===== src/rtl/if_id_pipe.sv =====
// IF/ID pipeline register: valid/ready handshake with a one-entry skid
// buffer, synchronous flush and a saturating stall counter.
module if_id_pipe #(
  parameter int unsigned          INSTR_W   = 32,
  parameter int unsigned          PC_W      = 32,
  parameter logic [INSTR_W-1:0]   NOP_INSTR = '0,
  parameter int unsigned          CNT_W     = 16
) (
  input  logic               clk,
  input  logic               reset,
  input  logic               in_valid,
  output logic               in_ready,
  input  logic [INSTR_W-1:0] in_instr,
  input  logic [PC_W-1:0]    in_pc,
  output logic               out_valid,
  input  logic               out_ready,
  output logic [INSTR_W-1:0] out_instr,
  output logic [PC_W-1:0]    out_pc,
  input  logic               flush,
  output logic [CNT_W-1:0]   stall_count
);

  typedef enum logic [1:0] {
    S_EMPTY = 2'd0,
    S_FULL  = 2'd1,
    S_SKID  = 2'd2
  } state_e;

  state_e             state_q, state_d;
  logic [INSTR_W-1:0] main_instr_q, main_instr_d;
  logic [PC_W-1:0]    main_pc_q, main_pc_d;
  logic [INSTR_W-1:0] skid_instr_q, skid_instr_d;
  logic [PC_W-1:0]    skid_pc_q, skid_pc_d;
  logic [CNT_W-1:0]   stall_q, stall_d;

  logic in_fire;
  logic out_fire;

  // Both ready/valid outputs decode straight from the state register.
  always_comb begin
    in_ready  = (state_q != S_SKID);
    out_valid = (state_q != S_EMPTY);
    in_fire   = in_valid & in_ready;
    out_fire  = out_valid & out_ready;
  end

  // Decode-side data: NOP when empty; PC holds last main value when empty.
  always_comb begin
    out_instr   = (state_q == S_EMPTY) ? NOP_INSTR : main_instr_q;
    out_pc      = main_pc_q;
    stall_count = stall_q;
  end

  // Next state and storage loads; flush overrides every transition.
  always_comb begin
    state_d      = state_q;
    main_instr_d = main_instr_q;
    main_pc_d    = main_pc_q;
    skid_instr_d = skid_instr_q;
    skid_pc_d    = skid_pc_q;
    unique case (state_q)
      S_EMPTY: begin
        if (in_fire) begin
          state_d      = S_FULL;
          main_instr_d = in_instr;
          main_pc_d    = in_pc;
        end
      end
      S_FULL: begin
        if (in_fire && out_fire) begin
          main_instr_d = in_instr;
          main_pc_d    = in_pc;
        end else if (in_fire) begin
          state_d      = S_SKID;
          skid_instr_d = in_instr;
          skid_pc_d    = in_pc;
        end else if (out_fire) begin
          state_d = S_EMPTY;
        end
      end
      S_SKID: begin
        if (out_fire) begin
          state_d      = S_FULL;
          main_instr_d = skid_instr_q;
          main_pc_d    = skid_pc_q;
        end
      end
      default: state_d = S_EMPTY;
    endcase
    // Dropping back to EMPTY without loading main keeps out_pc stable.
    if (flush) begin
      state_d      = S_EMPTY;
      main_instr_d = main_instr_q;
      main_pc_d    = main_pc_q;
      skid_instr_d = skid_instr_q;
      skid_pc_d    = skid_pc_q;
    end
  end

  // Saturating count of cycles where decode is back-pressuring a valid beat.
  always_comb begin
    stall_d = stall_q;
    if (out_valid && !out_ready && (stall_q != '1)) begin
      stall_d = stall_q + CNT_W'(1);
    end
  end

  // State, storage and counter registers with synchronous reset.
  always_ff @(posedge clk) begin
    if (reset) begin
      state_q      <= S_EMPTY;
      main_instr_q <= '0;
      main_pc_q    <= '0;
      skid_instr_q <= '0;
      skid_pc_q    <= '0;
      stall_q      <= '0;
    end else begin
      state_q      <= state_d;
      main_instr_q <= main_instr_d;
      main_pc_q    <= main_pc_d;
      skid_instr_q <= skid_instr_d;
      skid_pc_q    <= skid_pc_d;
      stall_q      <= stall_d;
    end
  end

endmodule


===== config.mk =====
export PLATFORM = sky130hd
export DESIGN_NAME = if_id_pipe
export DESIGN_NICKNAME = d
export VERILOG_FILES = /design/src/rtl/if_id_pipe.sv
export SDC_FILE = /design/constraint.sdc
export NUM_CORES = 1
export LEC_CHECK = 0
export CAP_MARGIN = 20
export CORE_MARGIN = 5
export CORE_UTILIZATION = 25
export CTS_CLUSTER_SIZE = 10
export DETAILED_ROUTE_END_ITERATION = 6
export GPL_ROUTABILITY_DRIVEN = 0
export PLACE_DENSITY = 0.47
export SETUP_SLACK_MARGIN = 0.02
export SLEW_MARGIN = 30
export SYNTH_ARGS = -nofsm -noshare
export SYNTH_HDL_FRONTEND = slang
export SYNTH_SLANG_ARGS = --single-unit

===== constraint.sdc =====
create_clock -name clk -period 3.56 [get_ports clk]
set_clock_uncertainty 0.1 [all_clocks]
set_input_delay 0.712 -clock clk [delete_from_list [all_inputs] [get_ports clk]]
set_output_delay 0.712 -clock clk [all_outputs]
set_load 0.005 [all_outputs]

run_1/clocks.png
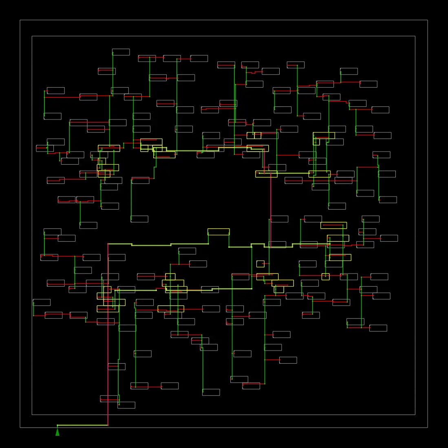
CLK BUF: 18
total CTS buffers: 17
Clk. pwr: 1870 uW

run_1/sizes.png
Bar = 50 um.
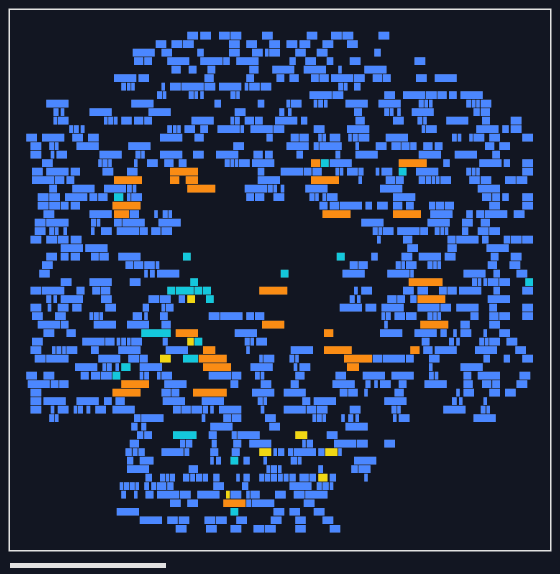
[orange] _6 and larger | cells: 30 | share: 3.5% | most used: clkbuf_16
[blue] _0 and _1 cells | cells: 801 | share: 93% | most used: clkdlybuf4s50_1
[yellow] _2 cells | cells: 8 | share: 0.93% | most used: mux2_2
[cyan] _3 and _4 cells | cells: 21 | share: 2.4% | most used: buf_4

==> results.yml, run 1 <==
# implementation run metrics
power_and_ir_drop:
  ir_worst_vdd_mv: 0.2805
  clockPowerShare_pct: 47.0
  internal_power_uw: 2950
  power_switching_share_pct: 25.97
  comb_power_share_pct: 9.9
global_route:
  grt_pass1_vias: 5667
  grt-ovfl-total: 0
  grt_util_met3_pct: 4.410
place:
  placed_cell_area_um2: 8338
  dp_hpwl_um: 12310
synthesis:
  yosysTopAreaCell: "dfxtp_1"
  synthCells: 745
  area_leaders: "dfxtp_1 (44%), mux2i_1 (9.8%), o41ai_1 (8.5%)"
  syn_area_per_cell_um2: 8.886
  common_cells: "dfxtp_1 (146), nand2_1 (136), a21oi_1 (72), mux2i_1 (65)"
  yosysWarnings: 0
finish:
  diodes: 0
  finalNetCount: 917
  areaGrowthSynthToFinish_pct: 35.14
run:
  tool_warnings: 30
  max_cap_viol_count: 0
critical_path:
  cp_cell_sequence: "nor2_2, buf_4, nor2b_1, clkdlybuf4s50_1"
  startpoint: "state_q[1]$_SDFFE_PP0P_"
  worst-r2r-cell-count: 4
  critical_path_class: "reg2out"
  critPathMaxFanout: 33
  cp-start-kind: "flop"
  cp.required_ns: 2.75
sta:
  fin_tns_setup_ns: 0
  drv_slew: 0
  fin_crit_sh_pct: 80.62
  tightestPinTransition_ns: 0.8870
  final_hold_viol_count: 0
  max_slew_margin_pct: 40.86
  fin_crit_ns: 2.870
hold_path:
  hold_end: "skid_instr_q[7]$_SDFFE_PP0P_"
  min_path_type: "reg2reg"
  holdCritStartpoint: "skid_instr_q[7]$_SDFFE_PP0P_"
  whs_path_depth: 2
clock_network:
  root_buffer: "clkbuf_16"
  clock_path_buffers: 2
  path_clk_slew_ns: 0.06
  post_cts_resized: 0
die:
  die-height_um: 172.7
  dieWidth_um: 172.7
  die-area_um2: 29830
drt:
  wl_met1_um: 10160
  drtIter0Drc: 330
  drt-total-wl_um: 20960
  first_pass_iters: 6
  routed.top_layer: "met4"
  viasPerCell: 4.930
status:
  status: "complete, no violations"
run_1/placement_by_type.png
Bar = 50 um.
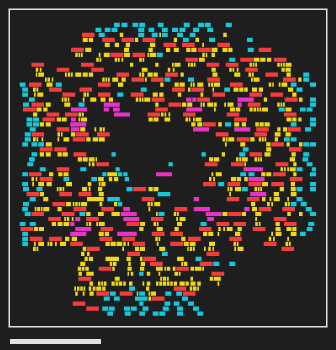
[cyan] remaining buffers and delay cells | cells: 163 | share of their area: 19%
[magenta] clock drivers and dummy loads | cells: 32 | share of their area: 7.1%
[yellow] combinational and other logic | cells: 519 | share of their area: 39%
[red] sequential cells | cells: 146 | share of their area: 34%
final instance area: 8946 um2
row cnt: 59
post-layout util: 34.33%

run 1: per-stage QoR:
step / setup slack (ns) / std cells / hold slack [ns]
final: 0.6898 / 1195 / 0.3528
after global routing: 0.5647 / 1195 / 0.3692
after CTS: 0.6156 / 1195 / 0.3550
after detailed placement: 0.7267 / 1163 / 0.3456
after global placement: 0.7337 / 1163 / 0.3410
after floorplan: 1.545 / 745 / 0.3357
run 1: cells by family (layout without fill, tap and decap cells):
kind of cell	after synthesis	count (layout)	share of synthesized area (%)
AND-OR/OR-AND	220	220	23.40
flip-flops	146	146	44.15
multiplexers	69	69	10.51
buffers and inverters	86	201	5.802
adder cells (fa/ha/maj)	1	1	0.1890
AND/OR/NAND/NOR	223	223	15.95
run 1: cell type report:
class | instances | area [um2]
Multi-Input combinational cell | 513 | 3342
Tap cell | 335 | 419.2
Clock inverter | 14 | 168.9
Timing Repair Buffer | 163 | 1632
Clock buffer | 18 | 439.2
Fill cell | 2664 | 17110
Inverter | 6 | 22.52
Sequential cell | 146 | 2923
run 1: power groups by stage:
stage | Clock [uW] | Combinational, uW | Sequential [uW]
after floorplan | 0 | 190 | 1750
after global placement | 0 | 396 | 1750
after detailed placement | 0 | 398 | 1750
after CTS | 1940 | 400 | 1720
after global routing | 2020 | 431 | 1720
final | 1870 | 393 | 1720
run 1: flip-flops by register name (all words and copies together), names as in the netlist:
register      cells
state_q           2
stall_count      16
out_pc           32
skid_instr_q     32
main_instr_q     32
skid_pc_q        32
run 1: critical path, delay by kind of cell, from the launching register on:
family	cells	cell delay [ns]
buffers and inverters	2	0.81
DFF	1	0.54
and+or+nand+nor	2	0.27
run_1/clk_routes.png
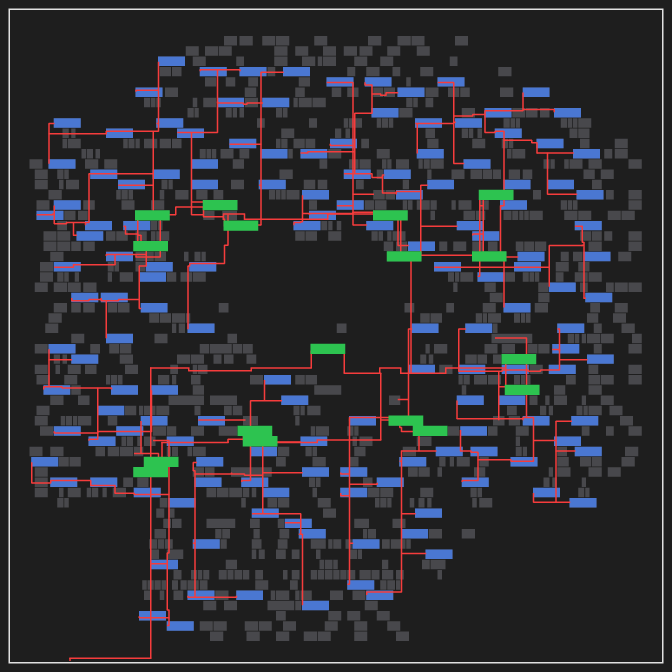

--- run 2 (diff from run 1) ---
==> constraint.sdc (replaced) <==
create_clock -name clk -period 2.8 [get_ports clk]
set_clock_uncertainty 0.1 [all_clocks]
set_input_delay 0.56 -clock clk [delete_from_list [all_inputs] [get_ports clk]]
set_output_delay 0.56 -clock clk [all_outputs]
set_load 0.005 [all_outputs]
run_2/clk_routes.png
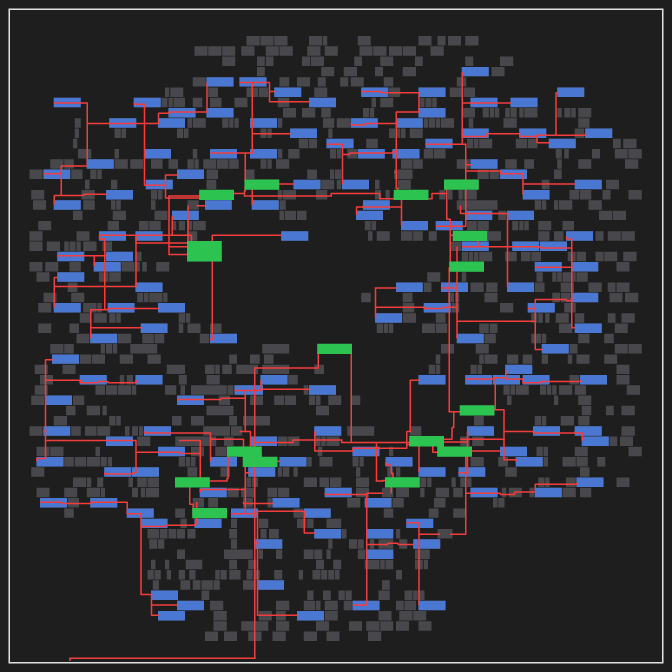
[green] clock drivers | count: 17
[red] clock wires | length: 2260 um
[blue] flip-flops | count: 146
flops lie: spread over the die
routed clock nets: 18

run_2/placement_by_type.png
Bar = 50 um.
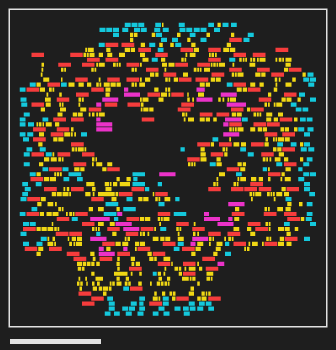
[red] sequential cells | cells: 146 | share of their area: 34%
[magenta] clock drivers and dummy loads | cells: 31 | share of their area: 6.9%
[cyan] remaining buffers and delay cells | cells: 167 | share of their area: 20%
[yellow] combinational and other logic | cells: 519 | share of their area: 39%

==> run 2 against run 1 <==
Against the previous run:
- synthesized cell count stayed put
- sequential power is 27% higher
- combinational power is about 30% higher
- sequential cell count stayed put
- wire length is 2.2% lower
- largest power group unchanged
- worst hold slack worse by 0.00083 ns
- critical path type unchanged
- design area is 0.74% higher
- sequential share of layout area is 0.23 points lower
- final cell count is 0.25% higher
==> results.yml, run 2 <==
# implementation run metrics
place:
  dp_hpwl_um: 12960
  portBuffers: 150
  placed_cells: 1167
synthesis:
  adder_share_pct: 0.1890
  common_cells: "dfxtp_1 (146), nand2_1 (136), a21oi_1 (72), mux2i_1 (65)"
  syn_area_per_cell_um2: 8.886
  ys_sh_aoi_pct: 23.40
  yosysWarnings: 0
  area_leaders: "dfxtp_1 (44%), mux2i_1 (9.8%), o41ai_1 (8.5%)"
  synth-xor-area-share_pct: 0
  ys_sh_mux_pct: 10.51
  synth_nets: 815
  synthCells: 745
  topCombFamilyByArea: "AND-OR/OR-AND gates"
  simple_gate_area_share_pct: 15.95
  netlist_area_um2: 6620
  yosysTopAreaCell: "dfxtp_1"
drt:
  ant_nets: 0
  routed.top_layer: "met4"
  drtIter0Drc: 450
  first_pass_iters: 5
  wl_met1_um: 10090
  wl_per_cell_um: 17.11
  viasPerCell: 4.934
  drt-total-wl_um: 20500
global_route:
  grt_pass1_vias: 5800
  grtUsageTotal_pct: 13.46
  grt-ovfl-total: 0
  grt_pass1_wl_um: 33320
critical_path:
  cp_cell_sequence: "nor2_2, buf_12, nor2b_1, clkdlybuf4s50_1"
  crit_path_max_incr_delay_ns: 0.55
  worst-r2r-cell-count: 4
  cp-end-kind: "output pin"
  critical_path_class: "reg2out"
  critPathMaxFanout: 33
  cp.required_ns: 2.14
  r2r-end: "stall_count[12]$_SDFFE_PP0P_"
  cp_num_buf_inv: 2
  critPathTopFamily: "buffers and inverters"
  cp-start-kind: "flop"
sta:
  fmax_mhz: 378.0
  max_slew_margin_pct: 41.02
  fin_crit_ns: 2.645
  tightestPinTransition_ns: 0.8847
  drv_slew: 0
  final_hold_viol_count: 0
  fin_crit_sh_pct: 94.48
  fin_tns_setup_ns: 0
run:
  max_cap_viol_count: 0
  tool_warnings: 26
finish:
  fin_util_pct: 34.58
  diodes: 0
  areaGrowthSynthToFinish_pct: 36.14
  stdcell_count: 1198
  finalNetCount: 921
hold_path:
  hold_end: "skid_instr_q[19]$_SDFFE_PP0P_"
  min_path_type: "reg2reg"
  holdCritStartpoint: "skid_instr_q[19]$_SDFFE_PP0P_"
  whs_path_depth: 2
clock_network:
  cts_tree: "done"
  postCtsSetupBuffers: 0
  clock_latency_ns: 0.42
  clock_path_buffers: 2
  path_clk_slew_ns: 0.07
  numCtsBuffers: 17
  cts_hold_buf: 0
  root_buffer: "clkbuf_16"
  post_cts_resized: 0
status:
  status: "complete, no violations"
power_and_ir_drop:
  ir_worst_vdd_mv: 0.2416
  p_leak_uw: 0.003352
die:
  rows: 59
  ios: 151
  die-area_um2: 29830
  die-height_um: 172.7
  dieWidth_um: 172.7
run 2: layout make-up:
cell class	count	area, um2
flip-flops and latches	146	2924
well taps	335	419.2
repair buffers	167	1712
fillers	2662	17050
clock inverters	13	153.9
clock buffers	18	439.2
inverters	6	22.52
multi-input cells	513	3342
run 2: per-layer routing:
layer  up-vias  global-route usage, %
met1      2800                  18.57
met4         0                  3.144
met3         6                  3.734
met5         -                      0
li1       2963                      -
met2       142                  21.01
run 2: worst max-delay path by stage:
stage / start / end / slack (ns) / cells after the start
3_3_place_gp: out_ready / skid_pc_q[23]$_SDFFE_PP0P_ / 0.16 / 6
3_5_place_dp: out_ready / stall_count[15]$_SDFFE_PP0P_ / 0.14 / 5
2_1_floorplan: out_ready / stall_count[13]$_SDFFE_PP0P_ / 0.94 / 4
4_1_cts: state_q[0]$_SDFFE_PP0P_ / out_instr[7] / 0.11 / 4
6_report: state_q[1]$_SDFFE_PP0P_ / out_instr[7] / 0.15 / 4
5_1_grt: state_q[1]$_SDFFE_PP0P_ / out_instr[7] / 0.03 / 4
run 2: metrics by stage:
step                power, uW  cell area [um2]  hold WS (ns)  setup slack, ns
floorplan                2463             6620        0.3357           0.9366
global placement         2749             8418        0.3404           0.1631
finish                   5011             9012        0.3520           0.1547
CTS                      5115             9011        0.3441           0.1086
global route             5233             9012        0.3477          0.03229
detailed placement       2748             8418        0.3460           0.1433
run 2: cell families (layout without fill, tap and decap cells):
logic type | after synthesis | in the layout
flops | 146 | 146
mux | 69 | 69
simple gates | 223 | 223
compound gates | 220 | 220
fa+ha+maj | 1 | 1
buf+inv | 86 | 204
run 2: report_power, final:
group          total (uW)  internal, uW  leakage (uW)  switching, uW
sequential           2190          2140       0.00119           42.6
clock                2320          1350      0.000278            965
combinational         509           247       0.00189            262
total                5010          3740       0.00335           1270
run_2/clocks.png
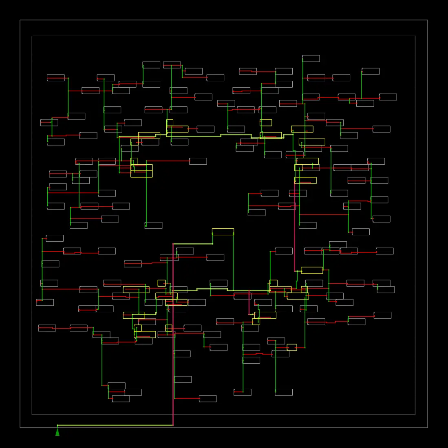

--- run 3 (diff from run 2) ---
--- a/config.mk
+++ b/config.mk
@@ -5,8 +5,8 @@
 export SDC_FILE = /design/constraint.sdc
 export NUM_CORES = 1
 export LEC_CHECK = 0
+export ABC_AREA = 1
 export CAP_MARGIN = 20
-export CORE_MARGIN = 5
 export CORE_UTILIZATION = 25
 export CTS_CLUSTER_SIZE = 10
 export DETAILED_ROUTE_END_ITERATION = 6
run_3/clocks.png
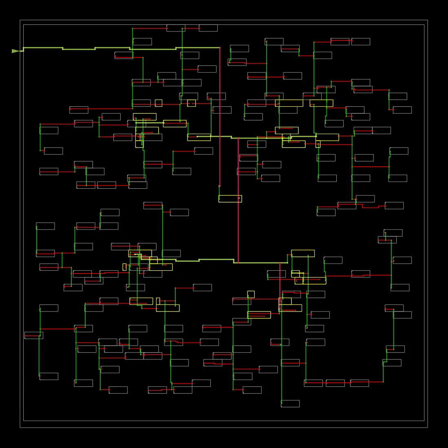
Clk. pwr: 2170 uW
CLK BUF: 20
insertion delay at the late pin of the worst-skew pair: 0.41 ns
Flops: 146
CTS Sinks: 146

==> run 3 against run 2 <==
Against the previous run:
- critical path depth stayed put
- largest cell class is now sequential cells
- utilization is 0.25 points higher
- synthesized area shrank 2.9%
- non-clock buffer count decreased by 2
- fmax rose by 0.95%
- final cell count grew 19%
- sequential power about the same
- wire length down 10%
- die area fell by 12%
- design area down 2.7%
- first-iteration DRC count down 16%
- sequential share of layout area up 0.87 points
==> results.yml, run 3 <==
# implementation run metrics
power_and_ir_drop:
  comb_power_share_pct: 10.1
  finalPower_uw: 4862
  power_frac_seq_pct: 45.2
  ir_worst_vdd_mv: 0.2459
die:
  rows: 58
  ios: 151
  die-height_um: 162.3
  dieWidth_um: 162.3
critical_path:
  cp-end-kind: "output pin"
  critPathCapture: "out_instr[31]"
  cp-start-kind: "flop"
  cp_cell_sequence: "nor2_4, buf_12, nor2_1, clkdlybuf4s50_1"
  crit_path_max_incr_delay_ns: 0.55
  critPathMaxFanout: 26
synthesis:
  synth_nets: 1023
  topCombFamilyByArea: "simple AND/OR/NAND/NOR gates"
  yosysWarnings: 0
  netlist_area_um2: 6426
  simple_gate_area_share_pct: 26.40
  common_cells: "nor2_1 (242), nand2_1 (171), dfxtp_1 (146), o21ai_0 (134), inv_1 (82)"
  ys_sh_mux_pct: 0
clock_network:
  post_cts_resized: 0
  root_buffer: "clkbuf_16"
  postCtsSetupBuffers: 0
  cts_hold_buf: 0
  path_clk_slew_ns: 0.06
  cts_tree: "done"
  clock_path_buffers: 2
place:
  dp_hpwl_um: 11360
  portBuffers: 150
status:
  status: "complete, no violations"
global_route:
  grtUsageTotal_pct: 14.36
  grt_pass1_vias: 5730
  grt_pass1_wl_um: 30010
run:
  tool_warnings: 26
  max_cap_viol_count: 0
hold_path:
  whs_path_depth: 2
  hold_end: "skid_instr_q[0]$_SDFFE_PP0P_"
  min_path_type: "reg2reg"
  holdCritStartpoint: "skid_instr_q[0]$_SDFFE_PP0P_"
sta:
  tightestPinTransition_ns: 0.5597
  fmax_mhz: 381.6
  drv_slew: 0
  holdWs_ns: 0.3440
  fin_tns_setup_ns: 0
  fin_crit_ns: 2.620
  max_slew_margin_pct: 62.69
finish:
  ff_latch_area_um2: 2923
  areaGrowthSynthToFinish_pct: 36.51
  final_area_um2: 8772
  finalNetCount: 1148
  logic_area_um2: 2880
drt:
  first_pass_iters: 5
  drtIter0Drc: 376
run_3/placement_by_type.png
Bar = 50 um.
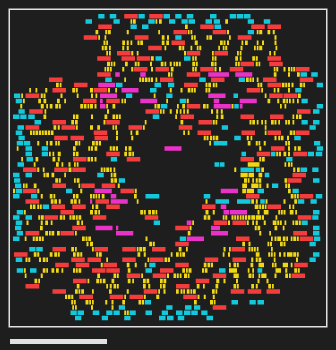
[red] sequential cells | cells: 146 | share of their area: 35%
[yellow] combinational and other logic | cells: 748 | share of their area: 38%
[cyan] remaining buffers and delay cells | cells: 165 | share of their area: 20%
[magenta] clock drivers and dummy loads | cells: 31 | share of their area: 6.6%

run 3: cell types whose count changed in the layout (fill, tap and decap cells not counted), moves of 35 or more:
| cell | previous run | this run |
|---|---|---|
| nand2_1 | 136 | 171 |
| o41ai_1 | 64 | 0 |
| nor2_1 | 6 | 242 |
| inv_1 | 5 | 81 |
| mux2i_1 | 65 | 0 |
| nor2b_1 | 36 | 0 |
| o21ai_0 | 4 | 134 |
| o211ai_1 | 64 | 0 |
run 3: power groups by stage:
stage	clock network [uW]	registers (uW)	logic, uW
floorplan	0	2240	230
global placement	0	2240	498
detailed placement	0	2240	498
CTS	2250	2200	502
global route	2340	2210	555
finish	2170	2200	491
run 3: area by class of cell:
| cell class | instances | area share (%) |
|---|---|---|
| Multi-Input combinational cell | 662 | 32.83 |
| Timing Repair Buffer | 165 | 19.11 |
| Sequential cell | 146 | 33.32 |
| Clock buffer | 20 | 5.092 |
| Clock inverter | 11 | 1.227 |
| Tap cell | 330 | 4.707 |
| Inverter | 86 | 3.708 |
run 3: through the flow:
| stage | setup WS, ns | util [%] | std cells |
|---|---|---|---|
| after global routing | 0.07270 | 34.84 | 1420 |
| final | 0.1797 | 34.84 | 1420 |
| after floorplan | 1.121 | - | 953 |
| after CTS | 0.1479 | 34.84 | 1420 |
| after detailed placement | 0.4229 | 32.63 | 1389 |
| after global placement | 0.4446 | 32.63 | 1389 |
run 3: routing by layer:
metal | up-vias | share of wire [%] | global-route usage [%]
met4 | 0 | 0.67 | 3.130
met3 | 7 | 4.7 | 3.779
met5 | - | 0 | 0
met2 | 121 | 44 | 22.26
li1 | 3233 | - | -
met1 | 2723 | 51 | 19.80
Power and IR drop assume default switching activity.
